--- src/rtl/encoder_pipe.sv ---
// Systematic (12,7) block encoder with valid/ready input and a small codeword FIFO.
// Per-word error mask is XOR'd into the codeword as it enters the FIFO.
module encoder_pipe #(
  parameter int unsigned DEPTH = 2,
  parameter int unsigned CNT_W = 16
) (
  input  logic             clk,
  input  logic             rst,
  input  logic             in_valid,
  output logic             in_ready,
  input  logic [6:0]       d,
  input  logic [11:0]      err_mask,
  output logic             out_valid,
  input  logic             out_ready,
  output logic [11:0]      cx,
  output logic [CNT_W-1:0] word_count
);

  localparam int unsigned PTR_W = (DEPTH > 1) ? $clog2(DEPTH) : 1;
  localparam int unsigned OCC_W = PTR_W + 1;

  logic [11:0]      r_mem [DEPTH];
  logic [PTR_W-1:0] r_head;
  logic [PTR_W-1:0] r_tail;
  logic [OCC_W-1:0] r_occ;
  logic [CNT_W-1:0] r_cnt;

  logic [4:0]  w_par;
  logic [11:0] w_cw;
  logic        w_push;
  logic        w_pop;

  // Parity bits chosen so the decoder's syndrome is all-zero on clean words
  always_comb begin
    w_par    = '0;
    w_par[0] = d[0] ^ d[1] ^ d[5] ^ d[6];
    w_par[1] = d[0] ^ d[2] ^ d[4] ^ d[5];
    w_par[2] = d[0] ^ d[1] ^ d[3] ^ d[5] ^ d[6];
    w_par[3] = d[0] ^ d[1] ^ d[3] ^ d[5] ^ d[6];
    w_par[4] = d[1] ^ d[3] ^ d[5] ^ d[6];
    w_cw     = {w_par, d} ^ err_mask;
  end

  assign in_ready   = (r_occ != OCC_W'(DEPTH));
  assign out_valid  = (r_occ != '0);
  assign w_push     = in_valid & in_ready;
  assign w_pop      = out_valid & out_ready;
  assign cx         = out_valid ? r_mem[r_head] : 12'h000;
  assign word_count = r_cnt;

  // Storage carries no reset; occupancy alone decides what is visible
  always_ff @(posedge clk) begin
    if (w_push) begin
      r_mem[r_tail] <= w_cw;
    end
  end

  always_ff @(posedge clk or posedge rst) begin
    if (rst) begin
      r_head <= '0;
      r_tail <= '0;
      r_occ  <= '0;
      r_cnt  <= '0;
    end else begin
      if (w_push) begin
        r_tail <= r_tail + PTR_W'(1);
        r_cnt  <= r_cnt + CNT_W'(1);
      end
      if (w_pop) begin
        r_head <= r_head + PTR_W'(1);
      end
      case ({w_push, w_pop})
        2'b10:   r_occ <= r_occ + OCC_W'(1);
        2'b01:   r_occ <= r_occ - OCC_W'(1);
        default: r_occ <= r_occ;
      endcase
    end
  end

endmodule

--- config.mk ---
export PLATFORM = sky130hd
export DESIGN_NAME = encoder_pipe
export DESIGN_NICKNAME = d
export VERILOG_FILES = /design/src/rtl/encoder_pipe.sv
export SDC_FILE = /design/constraint.sdc
export NUM_CORES = 1
export LEC_CHECK = 0
export ABC_AREA = 1
export CAP_MARGIN = 40
export CORE_UTILIZATION = 45
export DETAILED_ROUTE_END_ITERATION = 10
export MAX_ROUTING_LAYER = met4
export PLACE_DENSITY = 0.76
export SLEW_MARGIN = 20
export SYNTH_ARGS = -nofsm -noshare
export SYNTH_HDL_FRONTEND = slang
export SYNTH_SLANG_ARGS = --single-unit
--- constraint.sdc ---
create_clock -name clk -period 1.74 [get_ports clk]
set_clock_uncertainty 0.05 [all_clocks]
set_input_delay 0.435 -clock clk [delete_from_list [all_inputs] [get_ports clk]]
set_output_delay 0.435 -clock clk [all_outputs]
set_load 0.01 [all_outputs]
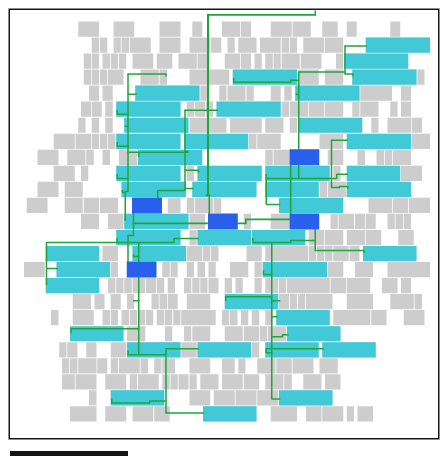
Figure 1: run 1, clock wires, drivers and flops.
Scale bar: 20 um.
blue -> clock-net drivers  # count 5
cyan -> flip-flops  # count 44
green -> clock wires  # length 467 um
routed clock nets = 6
clk ins delay skew pair: 280 ps
Clock power frac: 0.140

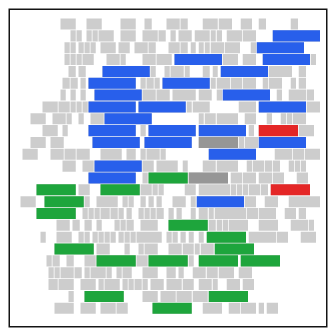
Figure 2: run 1, sequential cells grouped by signal name.
Other sequential cells in the stronger gray, the rest of the logic in the fainter gray.
blue -> `r_mem`  # sequential cells 24
green -> `word_count`  # sequential cells 16
red -> `r_occ`  # sequential cells 2
not colored = 2
total sequential power: 1560 uW
fraction of area in registers: 0.3752

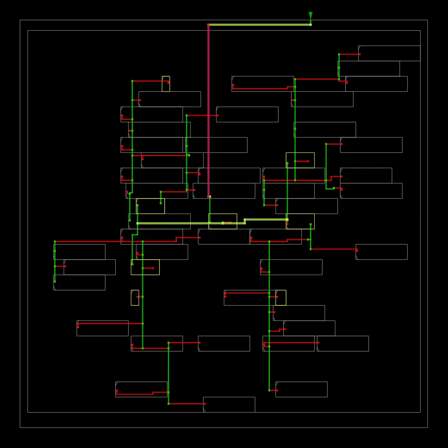
Figure 3: run 1, clock wiring as the flow saved it.
# clk buffers: 7
CTS Buf Count: 5

==> out/results.txt, run 1 <==
Dominant register cell: edfxtp_1
Input/output buffers: 52
Setup slack after placement: -170.2 ps
Final-layout clock-cell area share: 0.02499
Worst Path Class, Setup: reg2out
# H-tree levels: 2
Post-CTS Setup Inserts: 14
Yosys aoi share: 0.03795
Final setup violation count: 3
Yosys stat area: 2242 um^2
Initial antenna violation count: 0
Die X-Extent: 72.59 um
First-pass DRT Iterations: 4
Critical path buffer and inverter count: 3
Failing checks: negative setup slack
Logic area: 954.7 um^2
DR vias: 1872
Cell family with most CP delay: flip-flops
Post-Syn Area: 2242 um^2
F_max: 573.2 MHz
Distinct lib cells: 26
Switching component of the power: 1594 uW
Gr usage total: 0.2062
Number of DRC markers in iteration 0: 94
Final setup margin: -4.643 ps
Critical path, cell by cell: nor2_4 -> buf_12 -> buf_8 -> a21oi_2 -> buf_2
Leading cell kind: sequential cells
Detailed Route WL: 5109 um
Syn nets: 264
Total area of sequential cells: 1221 um^2
Clock Sinks: 44
FP Rows: 25
MUX area fraction: 0
Post-synth ARST share: 0.4545
Warnings from Yosys: 0
Yosys Instances: 239
CP arrival: 1260 ps
Status: complete, but fails checks
DR DRC count: 0
P_int: 2727 uW
RSZ-0062 raised after global routing: true
[run 1: per-layer routing]
metal  global-route usage  part of all wire  vias to the layer above
met5                    -                 0                        -
met4              0.05664             0.011                        0
met3              0.03039             0.024                        4
met2               0.3437              0.51                       30
met1               0.2642              0.45                      886
li1                     -                 -                      952
[run 1: per-stage QoR]
stage	TNS (ps)	hold slack [ps]	total power (uW)	cell area [um^2]
2_1_floorplan	0	348.8	2487	2242
3_3_place_gp	-2977	460.2	3472	3012
3_5_place_dp	-3828	461.4	3526	3012
4_1_cts	-577.5	427.7	4170	3179
5_1_grt	-602.5	432.9	4569	3254
6_report	-9.694	420.1	4321	3254
[run 1: flip-flops by register name, summed over array words and instances (netlist names)]
signal / count
r_head: 1
r_mem: 24
r_occ: 2
word_count: 16
r_tail: 1
==> run 2: changes to the inputs <==
--- a/config.mk
+++ b/config.mk
@@ -8,6 +8,7 @@
 export ABC_AREA = 1
 export CAP_MARGIN = 40
 export CORE_UTILIZATION = 45
+export CTS_CLUSTER_DIAMETER = 200
 export DETAILED_ROUTE_END_ITERATION = 10
 export MAX_ROUTING_LAYER = met4
 export PLACE_DENSITY = 0.76
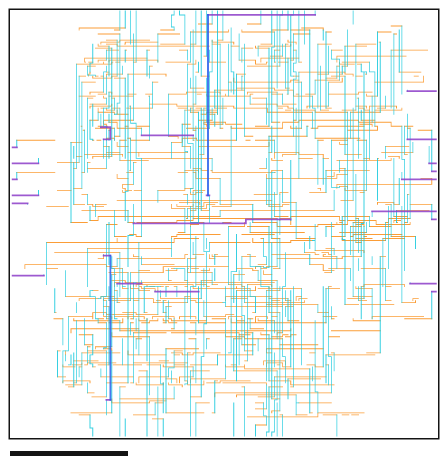
Figure 4: run 2, routed metal, one color a layer.
Scale bar: 20 um.
purple -> M3  # wire length 124 um
blue -> M4  # wire length 55.1 um
cyan -> M2  # wire length 2610 um
orange -> M1  # wire length 2320 um
DR vias: 1872
Detailed Route WL: 5109 um
gr usage total: 0.2062

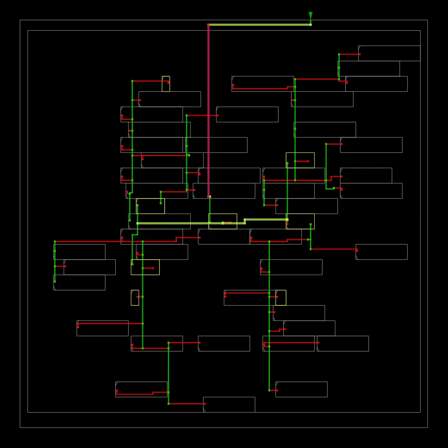
Figure 5: run 2, clock wiring as the flow saved it.
flop count: 44
P_clk: 604 uW
Clock Sinks: 44

==> run 2 against run 1 <==
Critical path depth is the same. Sequential cell count is the same. Clock power is essentially flat. The run still ends with negative setup slack left. Die area is the same. Synthesized area is the same. Routed wire length is the same. Largest cell class unchanged. Cell count is the same.
==> out/results.txt, run 2 <==
# H-tree levels: 2 (unchanged)
Cell Area, Placed: 3012 um^2 (unchanged)
Largest register FFs: 24 (unchanged)
Warnings from Yosys: 0 (unchanged)
Post-synth ARST share: 0.4545 (unchanged)
Final setup violation count: 3 (unchanged)
Post-route cell area: 3254 um^2 (unchanged)
Post-Syn Area: 2242 um^2 (unchanged)
Fraction of area in registers: 0.3752 (unchanged)
Leading cell kind: sequential cells
Critical path, cell by cell: nor2_4 -> buf_12 -> buf_8 -> a21oi_2 -> buf_2
Dominant register cell: edfxtp_1
Die X-Extent: 72.59 um (unchanged)
Status: complete, but fails checks
Initial antenna violation count: 0 (unchanged)
DR DRC count: 0 (unchanged)
MUX area fraction: 0 (unchanged)
Input/output buffers: 52 (unchanged)
Failing checks: negative setup slack
Biggest register: r_mem
Final setup margin: -4.643 ps (unchanged)
[run 2: cell counts after synthesis]
Identical to the previous run, type by type.
[run 2: cells by family (layout without fill, tap and decap cells)]
group | after synthesis | in the layout
and+or+nand+nor | 117 | 117
DFF | 44 | 44
buffers and inverters | 31 | 128
xor gates and xnor gates | 28 | 28
AOI/OAI and AO/OA | 17 | 17
adders and majority gates | 2 | 2
[run 2: what timing repair did]
action / 4_1_cts / 5_1_grt
pin swaps: 1 / 1
resized: 62 / 18
hold buffers: 0 / 0
setup endpoints to repair: 26 / 17
buffers inserted: 14 / 5
[run 2: per-layer routing]
layer / GRT usage / vias up / wire length, um
met3: 0.03039 / 4 / 124
met5: - / - / 0
met1: 0.2642 / 886 / 2324
met2: 0.3437 / 30 / 2605
li1: - / 952 / -
met4: 0.05664 / 0 / 55
==> run 3: changes to the inputs <==
--- a/config.mk
+++ b/config.mk
@@ -12,6 +12,7 @@
 export DETAILED_ROUTE_END_ITERATION = 10
 export MAX_ROUTING_LAYER = met4
 export PLACE_DENSITY = 0.76
+export RECOVER_POWER = 25
 export SLEW_MARGIN = 20
 export SYNTH_ARGS = -nofsm -noshare
 export SYNTH_HDL_FRONTEND = slang
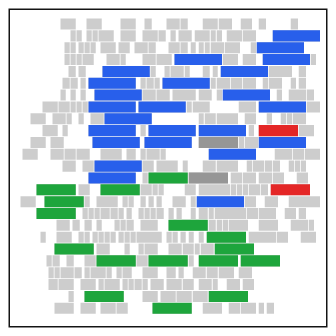
Figure 6: run 3, sequential cells grouped by signal name.
Other sequential cells in the stronger gray, the rest of the logic in the fainter gray.
green -> `word_count`  # sequential cells 16
blue -> `r_mem`  # sequential cells 24
red -> `r_occ`  # sequential cells 2

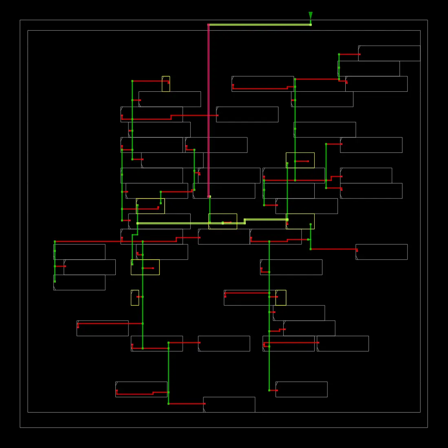
Figure 7: run 3, clock wiring as the flow saved it.

==> run 3 against run 2 <==
The run still ends with negative setup slack left. Power about the same. Cell count unchanged. Critical path depth unchanged. Global-route usage unchanged. Largest cell class unchanged. Critical path type unchanged. Non-clock buffer count unchanged. Register-to-register slack about the same.
==> out/results.txt, run 3 <==
Status: complete, but fails checks
MUX area fraction: 0 (unchanged)
Post-Syn Area: 2242 um^2 (unchanged)
Post-route cell area: 3252 um^2 (about the same)
P_clk: 604 uW (about the same)
Failing checks: negative setup slack
Initial antenna violation count: 0 (unchanged)
Flop count: 44 (unchanged)
Post-synth ARST share: 0.4545 (unchanged)
Final setup violation count: 3 (unchanged)
# H-tree levels: 2 (unchanged)
CTS Hold Buffers Added: 0 (unchanged)
Post-CTS Setup Inserts: 14 (unchanged)
Met1 wire length: 2324 um (unchanged)
WL met3: 135 um (+8.9%)
Met2 usage: 0.3437 (unchanged)
Input/output buffers: 52 (unchanged)
M1 GR Usage: 0.2642 (unchanged)
Largest register FFs: 24 (unchanged)
Biggest register: r_mem
Dominant register cell: edfxtp_1
WL met2: 2603 um (about the same)
Final setup margin: -4.200 ps (+0.4434 ps)
Detailed Route WL: 5118 um (+0.18%)
-- run 3: cell count changes in the layout (fill, tap and decap cells not counted), sizes merged --
cell           delta
buf               -3
clkbuf            +3
clkdlybuf4s50     -4
dlygate4sd3       +4
-- run 3: final timing paths --
kind | to | cells after the start
worst max-delay path | cx[7] | 5
worst min-delay path | word_count[3]$_DFFE_PP0P_ | 1
worst max register to register | r_occ[1]$_DFFE_PP0P_ | 8
worst min register to register | word_count[3]$_DFFE_PP0P_ | 1
max in group asynchronous | r_tail$_DFFE_PP0P_ | 3
min in group asynchronous | word_count[5]$_DFFE_PP0P_ | 3
-- run 3: critical path: stages, from the launching register on --
cell and delay, ps:
dfrtp_1 410, nor2_4 150, buf_12 140, buf_8 110
a21oi_2 30, buf_2 130
Power figures rest on the tool's default switching activity, not on a simulated workload.
